<file path="config.mk">
export PLATFORM = sky130hd
export DESIGN_NAME = fetch_stage
export DESIGN_NICKNAME = d
export VERILOG_FILES = /design/src/rtl/fetch_stage.sv
export SDC_FILE = /design/constraint.sdc
export NUM_CORES = 1
export LEC_CHECK = 0
export CORE_ASPECT_RATIO = 0.9
export CORE_MARGIN = 3
export CORE_UTILIZATION = 40
export DETAILED_ROUTE_END_ITERATION = 12
export GPL_TIMING_DRIVEN = 0
export HOLD_SLACK_MARGIN = 0.1
export PLACE_DENSITY = 0.67
export SLEW_MARGIN = 20
export SYNTH_ARGS = -nofsm -noshare
export SYNTH_HDL_FRONTEND = slang
export SYNTH_SLANG_ARGS = --single-unit
</file>
<file path="constraint.sdc">
create_clock -name clk -period 2.75 [get_ports clk]
set_input_delay 0.55 -clock clk [delete_from_list [all_inputs] [get_ports clk]]
set_output_delay 0.55 -clock clk [all_outputs]
set_load 0.005 [all_outputs]
</file>
<file path="src/rtl/fetch_stage.sv">
// rtl/fetch_stage.sv - instruction-fetch stage: PC, imem handshake, IF/ID register
module fetch_stage #(
  parameter logic [15:0] RESET_PC    = 16'h0000,
  parameter logic [3:0]  HALT_OPCODE = 4'hF
) (
  input  logic        clk,
  input  logic        rst_n,
  input  logic        stall,
  input  logic        redirect_en,
  input  logic [15:0] redirect_pc,
  output logic        imem_rd_en,
  output logic [15:0] imem_addr,
  input  logic [15:0] imem_data,
  input  logic        imem_valid,
  output logic [15:0] pc_cur,
  output logic [15:0] ifid_instr,
  output logic [15:0] ifid_pc,
  output logic        ifid_valid,
  output logic        halted
);

  typedef enum logic [1:0] {S_FETCH, S_DROP, S_HALTED} state_t;

  state_t      state, state_nx;
  logic [15:0] pc, pc_nx;
  logic [15:0] drop_addr, drop_addr_nx;
  logic [15:0] ifid_instr_nx, ifid_pc_nx;
  logic        ifid_valid_nx, halted_nx;
  logic [15:0] redirect_target;

  assign redirect_target = redirect_pc & 16'hFFFE;
  assign pc_cur          = pc;

  always_ff @(posedge clk) begin
    if (!rst_n) begin
      state      <= S_FETCH;
      pc         <= RESET_PC;
      drop_addr  <= 16'h0000;
      ifid_instr <= 16'h0000;
      ifid_pc    <= 16'h0000;
      ifid_valid <= 1'b0;
      halted     <= 1'b0;
    end else begin
      state      <= state_nx;
      pc         <= pc_nx;
      drop_addr  <= drop_addr_nx;
      ifid_instr <= ifid_instr_nx;
      ifid_pc    <= ifid_pc_nx;
      ifid_valid <= ifid_valid_nx;
      halted     <= halted_nx;
    end
  end

  always_comb begin
    state_nx      = state;
    pc_nx         = pc;
    drop_addr_nx  = drop_addr;
    ifid_instr_nx = ifid_instr;
    ifid_pc_nx    = ifid_pc;
    ifid_valid_nx = ifid_valid;
    halted_nx     = halted;
    imem_rd_en    = 1'b0;
    imem_addr     = pc;

    case (state)
      S_FETCH: begin
        imem_rd_en = rst_n;
        if (redirect_en) begin
          pc_nx         = redirect_target;
          ifid_valid_nx = 1'b0;
          // An outstanding read must still be retired before the new address goes out.
          if (!imem_valid) begin
            drop_addr_nx = pc;
            state_nx     = S_DROP;
          end
        end else if (stall) begin
          ifid_valid_nx = ifid_valid;
        end else if (imem_valid) begin
          ifid_instr_nx = imem_data;
          ifid_pc_nx    = pc;
          ifid_valid_nx = 1'b1;
          pc_nx         = pc + 16'd2;
          if (imem_data[15:12] == HALT_OPCODE) begin
            halted_nx = 1'b1;
            state_nx  = S_HALTED;
          end
        end else begin
          ifid_valid_nx = 1'b0;
        end
      end
      S_DROP: begin
        imem_rd_en = rst_n;
        imem_addr  = drop_addr;
        if (redirect_en) pc_nx = redirect_target;
        if (imem_valid) state_nx = S_FETCH;
        if (!stall) ifid_valid_nx = 1'b0;
      end
      S_HALTED: begin
        if (!stall) ifid_valid_nx = 1'b0;
        if (redirect_en) begin
          pc_nx     = redirect_target;
          halted_nx = 1'b0;
          state_nx  = S_FETCH;
        end
      end
      default: state_nx = S_FETCH;
    endcase
  end

endmodule
</file>
==> run_1/met2.png <==
Bar = 20 µm. Cells faint in the background.
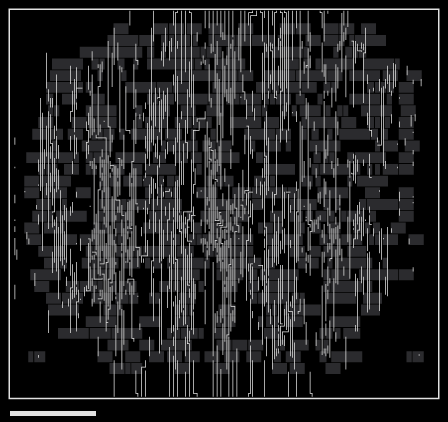
The wires run mostly vertical. The layer holds 46% of the routed length. The layer carries 4,550 µm of wire.
aggregate routed wire length: 9800 µm
M2 GR Usage: 35.5%
Via Count: 3,294

==> run_1/met1.png <==
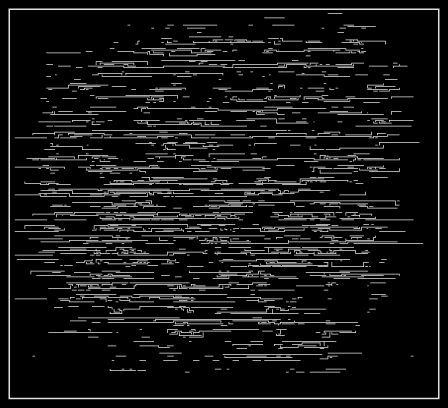
491 nets have wire on it. The longest straight run is 45.1 µm. The layer carries 4,420 µm of wire. The wires run mostly horizontal.

==> summary.txt, run 1 <==
Figures from the implementation reports.

- Clock cells make up about 4.4% of the layout cell area.
- The met3 wirelength from detailed routing reads 712 µm.
- In the layout the tool counted multi-input logic cells amounting to ~300.
- The insertion delay of the later-clocked pin in the worst-skew pair is 0.35 ns.
- After synthesis, the most frequently instantiated cells are nand2_1 (112), dfxtp_1 (65), a21oi_1 (58).
- The flip-flop and latch power reads 1.05 mW.
- Summed over all instances, the cell type with the most area after synthesis is dfxtp_1.
- Yosys printed 0 warnings.
- The required time of the critical path reads around 2.2 ns.
- Setup repair after global routing left no endpoint under its margin.
- CTS built an H-tree with a depth of 3.
- The first-pass GRT wire length is roughly 16,000 µm.
- The buffer cell driving the clock tree root reads clkbuf_8.
- The global placement routability congestion reads around 0.91.
- The floorplan die height is around 90 µm.
- The clock network consumes a total of roughly 820 µW.
- The I/O pin total is 104.
- The combinational cell fraction of total power is 22.5%.
- The residual overflow from global routing reads 0.
- Clock-pin slew was measured on the worst setup and hold paths at around 0.08 ns.
- The number of resized instances in the post-cts repair step reads 6.
- The main combinational cell family by area after synthesis reads simple AND/OR/NAND/NOR gates.
- The layout has about 130 buffers outside the clock class.
- The adder-cell area share of the yosys netlist reads under 10%.
- The finished layout holds between 600 and 700 standard cells, fillers aside.
- The top fanout value on the critical path reads 10.
- The clock period minus final worst setup slack reads 2.63 ns.
- The clock buffer count is 9.
- The endpoint identified for the worst register-to-register timing path is pc_cur[13].
- The final total negative setup slack reads 0 ns.
- The register cell area after layout is between 0.001 and 0.0015 mm².
- The report lists the number of standard-cell rows as 30.
- The number of global-route vias before repair is about 3,100.
- The script computed the net switching share of total power as 30.0%.
- The max-capacitance violation count is 0.
- The simple-gate portion of the synthesized area reads approximately 25%.
- The total power draw is about 2.4 mW.
- The flow ran to the end, and the final reports show no timing, DRC or antenna violations.
- The count of buffers inserted at the top-level ports reads between 90 and 100.
==> run_1/final_congestion.png <==
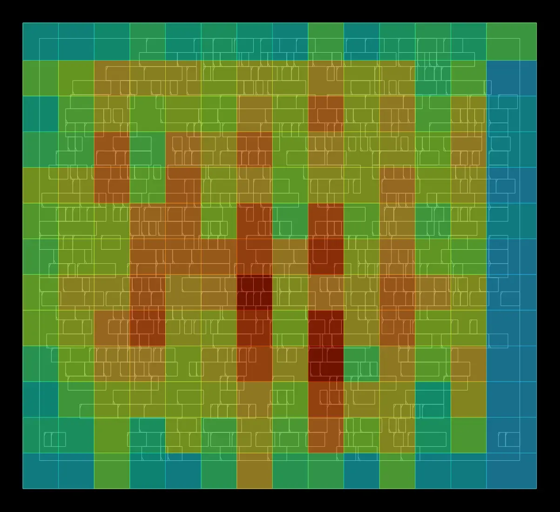
final core utilization: 58.8%
M1 GR Usage: 29.2%
layer with the highest usage after global routing: met2
global routing usage on met3: 5.43%
routed length per instance: 16.0 µm

==> run_1/met4.png <==
Cells faint in the background.
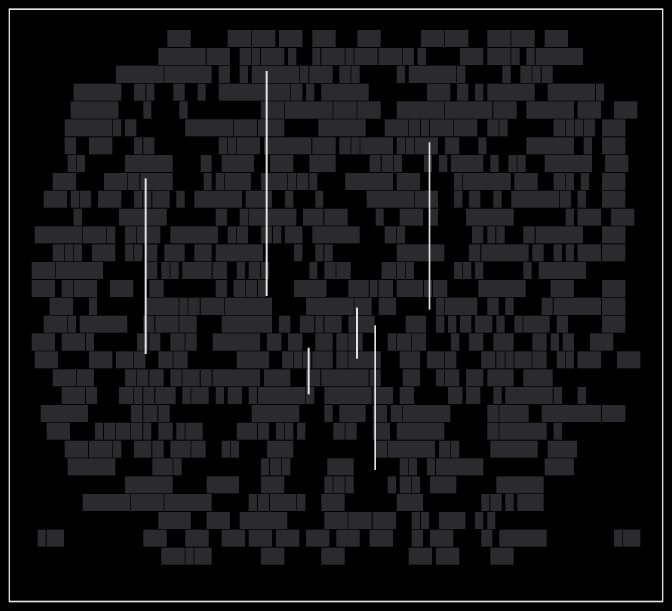
The wires run mostly vertical. The layer holds 1.2% of the routed length. The longest straight run is 34.0 µm. 4 nets have wire on it.

-- run 1: cell usage in the layout, fill, tap and decap left out, types with 4 or more instances in the layout --
master | Yosys | layout
o21ai_0 | 13 | 13
nand2b_1 | 5 | 5
nor4_1 | 4 | 4
buf_4 | 5 | 5
dfxtp_1 | 65 | 65
nand4_1 | 7 | 7
clkbuf_1 | 25 | 22
nor3_1 | 5 | 5
nor2_1 | 11 | 11
a211oi_1 | 5 | 5
inv_1 | 5 | 5
clkdlybuf4s50_1 | 0 | 99
nand3_1 | 7 | 7
a21oi_1 | 58 | 58
mux2_2 | 15 | 15
clkbuf_8 | 3 | 12
nand2_1 | 112 | 112
ha_1 | 6 | 5
-- run 1: worst max-delay path, delay by kind of cell --
family	cells	cell delay, ns
buffers and inverters	4	1.36
and+or+nand+nor	1	0.17
==> run_1/met3.png <==
Bar = 20 µm.
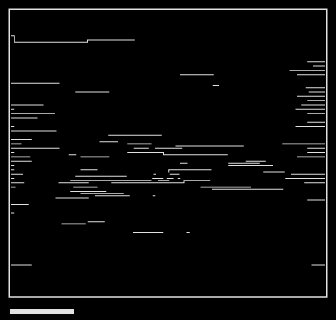

==> run 1 -> run 2 <==
--- a/config.mk
+++ b/config.mk
@@ -11,6 +11,7 @@
 export DETAILED_ROUTE_END_ITERATION = 12
 export GPL_TIMING_DRIVEN = 0
 export HOLD_SLACK_MARGIN = 0.1
+export MAX_ROUTING_LAYER = met4
 export PLACE_DENSITY = 0.67
 export SLEW_MARGIN = 20
 export SYNTH_ARGS = -nofsm -noshare
==> run_2/met3.png <==
Bar = 20 µm.
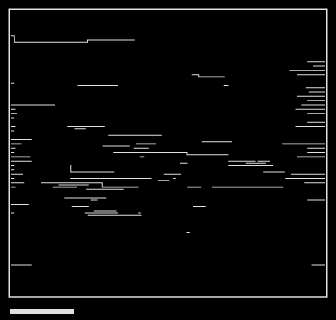
The wires run mostly horizontal. The longest straight run is 25.3 µm. The layer holds 6.3% of the routed length.
Via Count: 3,286
aggregate routed wire length: 9770 µm

==> run_2/met2.png <==
Bar = 20 µm. Cells faint in the background.
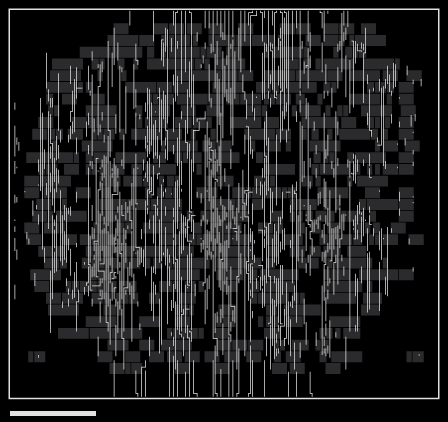

==> run 2 against run 1 <==
Against the previous run: die size unchanged; clock skew about the same; via count down 0.24%; core utilization unchanged; combinational power about the same; critical path depth unchanged; design area unchanged; flip-flop count unchanged.
==> summary.txt, run 2 <==
Figures from the implementation reports.

- The global-route track usage on met2 is 35.5% (unchanged).
- The first-pass GRT wire length is 15,800 µm (about the same).
- The end-of-flow core utilization was 58.8% (unchanged).
- The clock buffer count is 9 (unchanged).
- The clock period minus final worst setup slack is 2.63 ns (about the same).
- The met3 wirelength from detailed routing came to 619 µm (was 712 µm).
- The register cell area after layout is 0.00130 mm² (unchanged).
- The main combinational cell family by area after synthesis reads simple AND/OR/NAND/NOR gates (unchanged).
- The cell taking the most area after synthesis was dfxtp_1 (unchanged).
- The count of buffers not belonging to the clock network in the layout is 132 (unchanged).
- The area fraction of clock buffers and clock inverters is 4.37% (unchanged).
- The top fanout value on the critical path reads 10 (unchanged).
- The max-capacitance violation count is 0 (unchanged).
- The insertion delay of the later-clocked pin in the worst-skew pair was 0.35 ns (about the same).
- The simple-gate portion of the synthesized area reads 25.1% (unchanged).
- Setup repair after global routing missed its margin: no (unchanged).
- The total power draw was 2.41 mW (about the same).
- The I/O pin total is 104 (unchanged).
- The adder-cell area share of the yosys netlist reads 2.39% (unchanged).
- The number of standard cells in the layout, taps in and fillers out is 612 (unchanged).
- Outcome: finished, final reports clean (unchanged).
- The average wire length per cell after detail routing is 16.0 µm (about the same).
- The global-route met1 utilization is 29.6% (was 29.2%).
- The number of resized instances in the post-cts repair step reads 6 (unchanged).
- The number of global-route vias before repair reads 3,126 (was 3,125).
- The total number of multi-input combinational cells reads 297 (unchanged).
- The final total negative setup slack was 0 ns (unchanged).
## run 2: worst max-delay path, cell delays in order
cell and delay, ns:
clkdlybuf4s50_1 0.53, inv_2 0.09, clkbuf_4 0.21, nor2_1 0.17, clkdlybuf4s50_1 0.52
## run 2: power by group
group,leakage [nW],switching [mW],internal [mW]
Sequential,0.529,0.0591,0.990
Combinational,0.940,0.259,0.282
Clock,0.103,0.401,0.418
Total,1.57,0.719,1.69
## run 2: path summary, 6_finish.rpt
| check | from | to | slack, ns | depth (start not counted) |
|---|---|---|---|---|
| max | rst_n | imem_rd_en | 0.12 | 5 |
| min | ifid_instr[1] | ifid_instr[1] | 0.46 | 2 |
| max reg2reg | state[0] | pc_cur[8] | 0.36 | 8 |
| min reg2reg | ifid_instr[1] | ifid_instr[1] | 0.46 | 2 |
Power is estimated from default activity; no workload was simulated.
